==> src/rtl/enc8b10b_lane.sv <==
// enc8b10b_lane: multi-byte 8b/10b encoder for one JESD204B transmit lane.
// Encodes BYTES octets per clock (byte 0 first on the wire) in D or K mode.
// Running disparity chains through every byte of a word and from one word
// to the next.
// Symbol layout: bit 10n+9 is 'a', so each symbol reads abcdeifghj MSB-first.
// Illegal K octets are replaced by K28.5 and flagged on o_k_error.
// Optional feature: define ENC_RD_LOAD_EN to add i_rd_load/i_rd_value, which
// let the framer force the running disparity.

module enc8b10b_lane #(
  parameter int BYTES   = 4,
  parameter int REG_OUT = 1
) (
  input  logic                 clk,
  input  logic                 rst_n,
  input  logic                 i_valid,
  input  logic [8*BYTES-1:0]   i_data,
  input  logic [BYTES-1:0]     i_k,
`ifdef ENC_RD_LOAD_EN
  input  logic                 i_rd_load,
  input  logic                 i_rd_value,
`endif
  output logic                 o_valid,
  output logic [10*BYTES-1:0]  o_data,
  output logic [BYTES-1:0]     o_k_error,
  output logic                 o_rd
);

  // Only K28.y and the four x.7 specials (K23/27/29/30.7) are legal controls.
  function automatic logic k_is_legal(input logic [7:0] octet);
    logic [4:0] x;
    x = octet[4:0];
    return (x == 5'd28) ||
           ((octet[7:5] == 3'd7) &&
            ((x == 5'd23) || (x == 5'd27) || (x == 5'd29) || (x == 5'd30)));
  endfunction

  // Encodes one octet at the given RD; returns {rd_after, abcdei, fghj}.
  function automatic logic [10:0] encode_octet(input logic [7:0] octet,
                                               input logic       is_k,
                                               input logic       rd_in);
    logic [4:0] x;
    logic [2:0] y;
    logic [5:0] c6;
    logic [3:0] c4;
    logic       rd6;
    logic       rd4;
    logic       alt7;
    x = octet[4:0];
    y = octet[7:5];
    // RD- column of the 5b/6b table; the RD+ column is its complement
    // for unbalanced codes and for D.7.
    case (x)
      5'd0:    c6 = 6'b100111;
      5'd1:    c6 = 6'b011101;
      5'd2:    c6 = 6'b101101;
      5'd3:    c6 = 6'b110001;
      5'd4:    c6 = 6'b110101;
      5'd5:    c6 = 6'b101001;
      5'd6:    c6 = 6'b011001;
      5'd7:    c6 = 6'b111000;
      5'd8:    c6 = 6'b111001;
      5'd9:    c6 = 6'b100101;
      5'd10:   c6 = 6'b010101;
      5'd11:   c6 = 6'b110100;
      5'd12:   c6 = 6'b001101;
      5'd13:   c6 = 6'b101100;
      5'd14:   c6 = 6'b011100;
      5'd15:   c6 = 6'b010111;
      5'd16:   c6 = 6'b011011;
      5'd17:   c6 = 6'b100011;
      5'd18:   c6 = 6'b010011;
      5'd19:   c6 = 6'b110010;
      5'd20:   c6 = 6'b001011;
      5'd21:   c6 = 6'b101010;
      5'd22:   c6 = 6'b011010;
      5'd23:   c6 = 6'b111010;
      5'd24:   c6 = 6'b110011;
      5'd25:   c6 = 6'b100110;
      5'd26:   c6 = 6'b010110;
      5'd27:   c6 = 6'b110110;
      5'd28:   c6 = 6'b001110;
      5'd29:   c6 = 6'b101110;
      5'd30:   c6 = 6'b011110;
      default: c6 = 6'b101011;
    endcase
    if (is_k && (x == 5'd28)) c6 = 6'b001111;
    if (rd_in && (($countones(c6) != 3) || (x == 5'd7))) c6 = ~c6;
    rd6 = rd_in ^ ($countones(c6) != 3);
    // Alternate x.7 avoids a run of five equal bits across the sub-block boundary.
    alt7 = (!rd6 && ((x == 5'd17) || (x == 5'd18) || (x == 5'd20))) ||
           ( rd6 && ((x == 5'd11) || (x == 5'd13) || (x == 5'd14)));
    if (is_k) begin
      case (y)
        3'd0:    c4 = 4'b1011;
        3'd1:    c4 = 4'b0110;
        3'd2:    c4 = 4'b1010;
        3'd3:    c4 = 4'b1100;
        3'd4:    c4 = 4'b1101;
        3'd5:    c4 = 4'b0101;
        3'd6:    c4 = 4'b1001;
        default: c4 = 4'b0111;
      endcase
    end else begin
      case (y)
        3'd0:    c4 = 4'b1011;
        3'd1:    c4 = 4'b1001;
        3'd2:    c4 = 4'b0101;
        3'd3:    c4 = 4'b1100;
        3'd4:    c4 = 4'b1101;
        3'd5:    c4 = 4'b1010;
        3'd6:    c4 = 4'b0110;
        default: c4 = alt7 ? 4'b0111 : 4'b1110;
      endcase
    end
    // K codes are fully complemented at RD+; data only where the code is unbalanced or x.3.
    if (rd6 && (is_k || (y == 3'd0) || (y == 3'd3) || (y == 3'd4) || (y == 3'd7)))
      c4 = ~c4;
    rd4 = rd6 ^ ($countones(c4) != 2);
    return {rd4, c6, c4};
  endfunction

  logic                rd_q;
  logic                rd_start;
  logic                rd_run;
  logic                rd_end;
  logic [7:0]          octet;
  logic                kflag;
  logic [10:0]         sym;
  logic [10*BYTES-1:0] enc_data;
  logic [BYTES-1:0]    enc_kerr;

  logic                s1_valid;
  logic [10*BYTES-1:0] s1_data;
  logic [BYTES-1:0]    s1_kerr;
  logic                s1_rd;

`ifdef ENC_RD_LOAD_EN
  assign rd_start = i_rd_load ? i_rd_value : rd_q;
`else
  assign rd_start = rd_q;
`endif

  // Disparity chain: encode byte 0 first, each byte starting from the previous byte's RD.
  always_comb begin
    enc_data = '0;
    enc_kerr = '0;
    octet    = 8'h00;
    kflag    = 1'b0;
    sym      = '0;
    rd_run   = rd_start;
    for (int n = 0; n < BYTES; n++) begin
      octet = i_data[8*n +: 8];
      kflag = i_k[n];
      if (kflag && !k_is_legal(octet)) begin
        enc_kerr[n] = 1'b1;
        octet       = 8'hBC;
      end
      sym                = encode_octet(octet, kflag, rd_run);
      enc_data[10*n +: 10] = sym[9:0];
      rd_run             = sym[10];
    end
    rd_end = rd_run;
  end

  // Running disparity register; advances only when a word is accepted.
  always_ff @(posedge clk) begin
    if (!rst_n)       rd_q <= 1'b0;
    else if (i_valid) rd_q <= rd_end;
    else              rd_q <= rd_start;
  end

  // First output stage; data, error flags and RD hold through bubbles.
  always_ff @(posedge clk) begin
    if (!rst_n) begin
      s1_valid <= 1'b0;
      s1_data  <= '0;
      s1_kerr  <= '0;
      s1_rd    <= 1'b0;
    end else begin
      s1_valid <= i_valid;
      if (i_valid) begin
        s1_data <= enc_data;
        s1_kerr <= enc_kerr;
        s1_rd   <= rd_end;
      end
    end
  end

  generate
    if (REG_OUT != 0) begin : g_reg_out
      logic                s2_valid;
      logic [10*BYTES-1:0] s2_data;
      logic [BYTES-1:0]    s2_kerr;
      logic                s2_rd;

      // Extra retiming stage toward the serializer, same hold behaviour as stage 1.
      always_ff @(posedge clk) begin
        if (!rst_n) begin
          s2_valid <= 1'b0;
          s2_data  <= '0;
          s2_kerr  <= '0;
          s2_rd    <= 1'b0;
        end else begin
          s2_valid <= s1_valid;
          if (s1_valid) begin
            s2_data <= s1_data;
            s2_kerr <= s1_kerr;
            s2_rd   <= s1_rd;
          end
        end
      end

      assign o_valid   = s2_valid;
      assign o_data    = s2_data;
      assign o_k_error = s2_kerr;
      assign o_rd      = s2_rd;
    end else begin : g_no_reg_out
      assign o_valid   = s1_valid;
      assign o_data    = s1_data;
      assign o_k_error = s1_kerr;
      assign o_rd      = s1_rd;
    end
  endgenerate

endmodule

==> config.mk <==
export PLATFORM = sky130hd
export DESIGN_NAME = enc8b10b_lane
export DESIGN_NICKNAME = d
export VERILOG_FILES = /design/src/rtl/enc8b10b_lane.sv
export SDC_FILE = /design/constraint.sdc
export NUM_CORES = 1
export LEC_CHECK = 0
export ABC_AREA = 1
export CAP_MARGIN = 5
export CORE_MARGIN = 4
export CORE_UTILIZATION = 40
export DETAILED_ROUTE_END_ITERATION = 12
export HOLD_SLACK_MARGIN = 0.05
export REMOVE_ABC_BUFFERS = 1
export SYNTH_ARGS = -nofsm -noshare
export SYNTH_HDL_FRONTEND = slang
export SYNTH_SLANG_ARGS = --single-unit
==> constraint.sdc <==
create_clock -name clk -period 52.9 [get_ports clk]
set_input_delay 10.58 -clock clk [delete_from_list [all_inputs] [get_ports clk]]
set_output_delay 10.58 -clock clk [all_outputs]
set_load 0.005 [all_outputs]
**Placed standard cells**

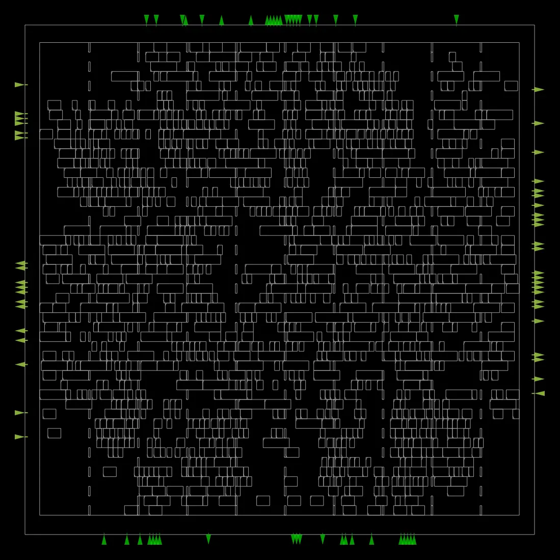
number of placement rows: 49
fraction of area in registers: 21.2%
Finished Layout Cells: 1,429

**Cells colored by class**

Scale: 3 px per µm.
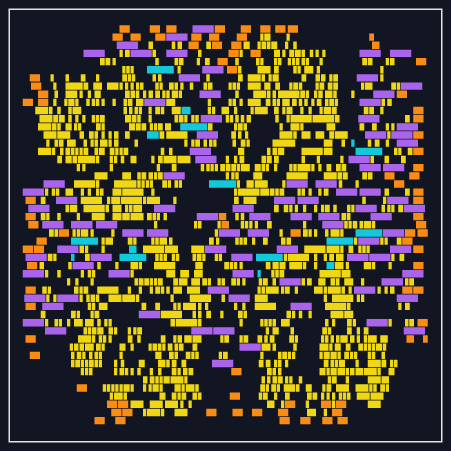
- purple: registers (cells 92)
- orange: remaining buffers and delay cells (cells 88)
- cyan: clock drivers and dummy loads (cells 16)
- yellow: remaining logic cells (cells 1,004)
post-layout instance area: 8670 µm²
placeable core region: 18,000 µm²

==> flow report <==
=====================================================================================================
Status ................................................................................. finished, final reports clean
Synth top area share ...................................................................        25.0%
Crit Reg-Reg Startpoint ................................................................        s1_rd
Floorplan Utilization ..................................................................        40.9%
Logic depth of the worst setup path including buffers ..................................          123
Cell at the root of the clock tree .....................................................    clkbuf_16
Number of remaining DRC errors .........................................................            0
Worst clock skew .......................................................................      8.06 ps
I/O pin count ..........................................................................           85
Number of global-route vias before repair ..............................................        6,605
Fraction of final layout cells with drive strength greater than 1 ......................        4.17%
Final setup viols ......................................................................            0
Period minus WS final ..................................................................    32,260 ps
Number of endpoints with negative hold slack in the final report .......................            0
Count of flip-flops with a built-in enable after synthesis .............................            0
Net count reported at finish ...........................................................        1,308
Depth of the worst register-to-register path ...........................................          100
Fraction of synthesized cell area in xor and xnor cells ................................        4.50%
CTS Hold Buffers Added .................................................................            0
Pin count of the biggest net entering global routing ...................................           65
Number of clock sinks seen by CTS ......................................................           92
CP Max Fanout ..........................................................................            7
Drt initial violations .................................................................          438
Fraction of the mapped netlist area in simple logic gates ..............................        28.3%
Detailed placer's ending HPWL ..........................................................    13,400 µm
Register-to-Register Setup Slack .......................................................    35,120 ps
CP peak stage delay ....................................................................       580 ps
Antenna-violating nets left ............................................................            0
Most frequent cell on the critical path ................................................        inv_1
Worst Hold Depth .......................................................................            2
Hold WC Path Type ......................................................................   reg -> reg
Most used flip-flop cell after synthesis ...............................................      dfxtp_1
Cell accounting for the most synthesized area ..........................................      dfxtp_1
Clock Pin Slew Worst Setup and Hold Paths ..............................................        60 ps
Critical Setup Path Class ..............................................................    in -> reg
First-pass GRT wire length .............................................................    30,300 µm
Crit-path leading delay family .........................................................  adder cells
Die boundary width .....................................................................       144 µm
Later-pin clock latency in the skew report .............................................       350 ps
Min-delay src ..........................................................................  s1_data[35]
Global route total overflow ............................................................            0
Global-route usage over all layers .....................................................        17.5%
Critical Path AT .......................................................................    32,500 ps
Post-synthesis share of cell area spent on full adders, half adders and majority gates .        15.0%
Initial antenna violation count ........................................................            0
Die y size .............................................................................       144 µm
Unique cell type count in the Yosys netlist ............................................           47
Crit path launch .......................................................................    i_data[7]
Seq cells post-synth ...................................................................           92
Final wirelength .......................................................................    17,700 µm
Required time at the endpoint of the critical path .....................................    53,140 ps
Count of warnings emitted by yosys .....................................................            0
Synthesized-area fraction occupied by ao, oa, aoi and oai cells ........................        16.3%
Transition time of the tightest slew-check pin .........................................      1000 ps
WP buf/inv .............................................................................           31
Cell area after synthesis ..............................................................     7360 µm²
Critical path capture point type .......................................................         flop
Sequential fraction of the synthesis area ..............................................        25.0%
Synthesized netlist cell count .........................................................        1,125
Area figure in the yosys stat output ...................................................     7360 µm²
Number of buffers added for setup after CTS ............................................            0
Number of max-cap violations ...........................................................            0
CTS max path bufs ......................................................................            2
Post-synthesis mux area share ..........................................................           0%
TritonCTS Buffers ......................................................................            9
Max frequency ..........................................................................   0.0310 GHz
TritonCTS clock tree ...................................................................        built
Setup repair after global routing missed its margin ....................................           no
WL/cell ................................................................................      12.4 µm
H-tree levels ..........................................................................            3
Most instantiated logic cell after routing .............................................       nor2_1
Routed via count divided by cell count .................................................         4.94
Top Layout Cells ....................................................................... nor2_1, nand2_1, inv_1, o21ai_0, dfxtp_1
Router iterations before antenna repair ................................................            5
Number of standard cells reported by yosys .............................................        1,125
Resized cells post-CTS .................................................................            0
Critical register-to-register path endpoint ............................................        s1_rd
Filler cells ...........................................................................        1,901
# port buffers .........................................................................           84
Dominant kind of combinational cell .................................................... simple AND/OR/NAND/NOR gates
Die area ...............................................................................   20,600 µm²
Setup Total Neg Slack ..................................................................         0 ps
Total via count after detailed routing .................................................        7,053
Dominant cells by area after synthesis ................................................. dfxtp_1, nor2_1, nand2_1
=====================================================================================================
**Drive-strength map**

Scale: 2 px per µm.
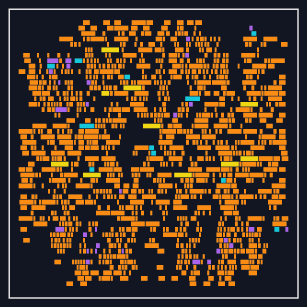
- cyan: x3 and x4 (cells 11)
- yellow: x6 and larger (cells 10)
- purple: x2 (cells 29)
- orange: x1 and smaller (cells 1,150)
number of signal-net buffers in the layout: 88
final critical-path setup slack: 20,640 ps
synthesis-to-layout area growth: 17.8%

[state kept, by name, indices dropped and copies added, names as in the netlist]
signal and flops:
o_data 40, s1_data 40, o_k_error 4, s1_kerr 4
o_rd 1, o_valid 1, s1_rd 1, s1_valid 1
[synth_stat cells, types with 2 or more instances]
master,instances
nand3b_1,2
o211ai_1,17
o2111ai_1,2
nor2_4,2
nor2_1,202
and2_1,3
inv_1,175
nand2_1,193
nor2_2,4
fa_1,24
a22oi_1,3
o21ai_1,8
clkinv_1,2
clkbuf_1,26
xor2_1,23
ha_1,50
nand2_2,9
nor3_1,5
nand3_1,66
o31ai_4,2
o221ai_1,2
inv_2,5
o21ai_0,116
clkinv_2,2
a21oi_1,32
buf_1,3
and3_1,2
nand4_1,13
a21o_1,2
o22ai_1,10
dfxtp_1,92
xnor2_1,13
[area by class of cell]
cell class / instances / area (µm²) / area share [%]
Multi-Input combinational cell: 820 / 4720 / 54.4
Sequential cell: 92 / 1840 / 21.2
Timing Repair Buffer: 88 / 861 / 9.92
Inverter: 184 / 693 / 7.99
Tap cell: 229 / 287 / 3.30
Clock buffer: 12 / 236 / 2.73
Clock inverter: 4 / 35.0 / 0.404
[per-stage QoR]
step | std cells | area (µm²) | utilization, % | hold WS, ps | worst slack [ps]
6_report | 1429 | 8670 | 48.1 | 458 | 20640
5_1_grt | 1429 | 8670 | 48.1 | 484 | 18510
4_1_cts | 1429 | 8670 | 48.1 | 462 | 20490
3_5_place_dp | 1413 | 8400 | 46.6 | 452 | 20180
3_3_place_gp | 1413 | 8400 | 46.6 | 442 | 20650
2_1_floorplan | 1096 | 7250 | - | 429 | 22590
[metal layers]
metal,vias up,part of all wire (%),track usage (%)
li1,3739,-,-
met1,3161,48,23.6
met2,141,47,29.9
met3,12,3.7,2.90
met4,0,0.79,3.27
met5,-,0,0
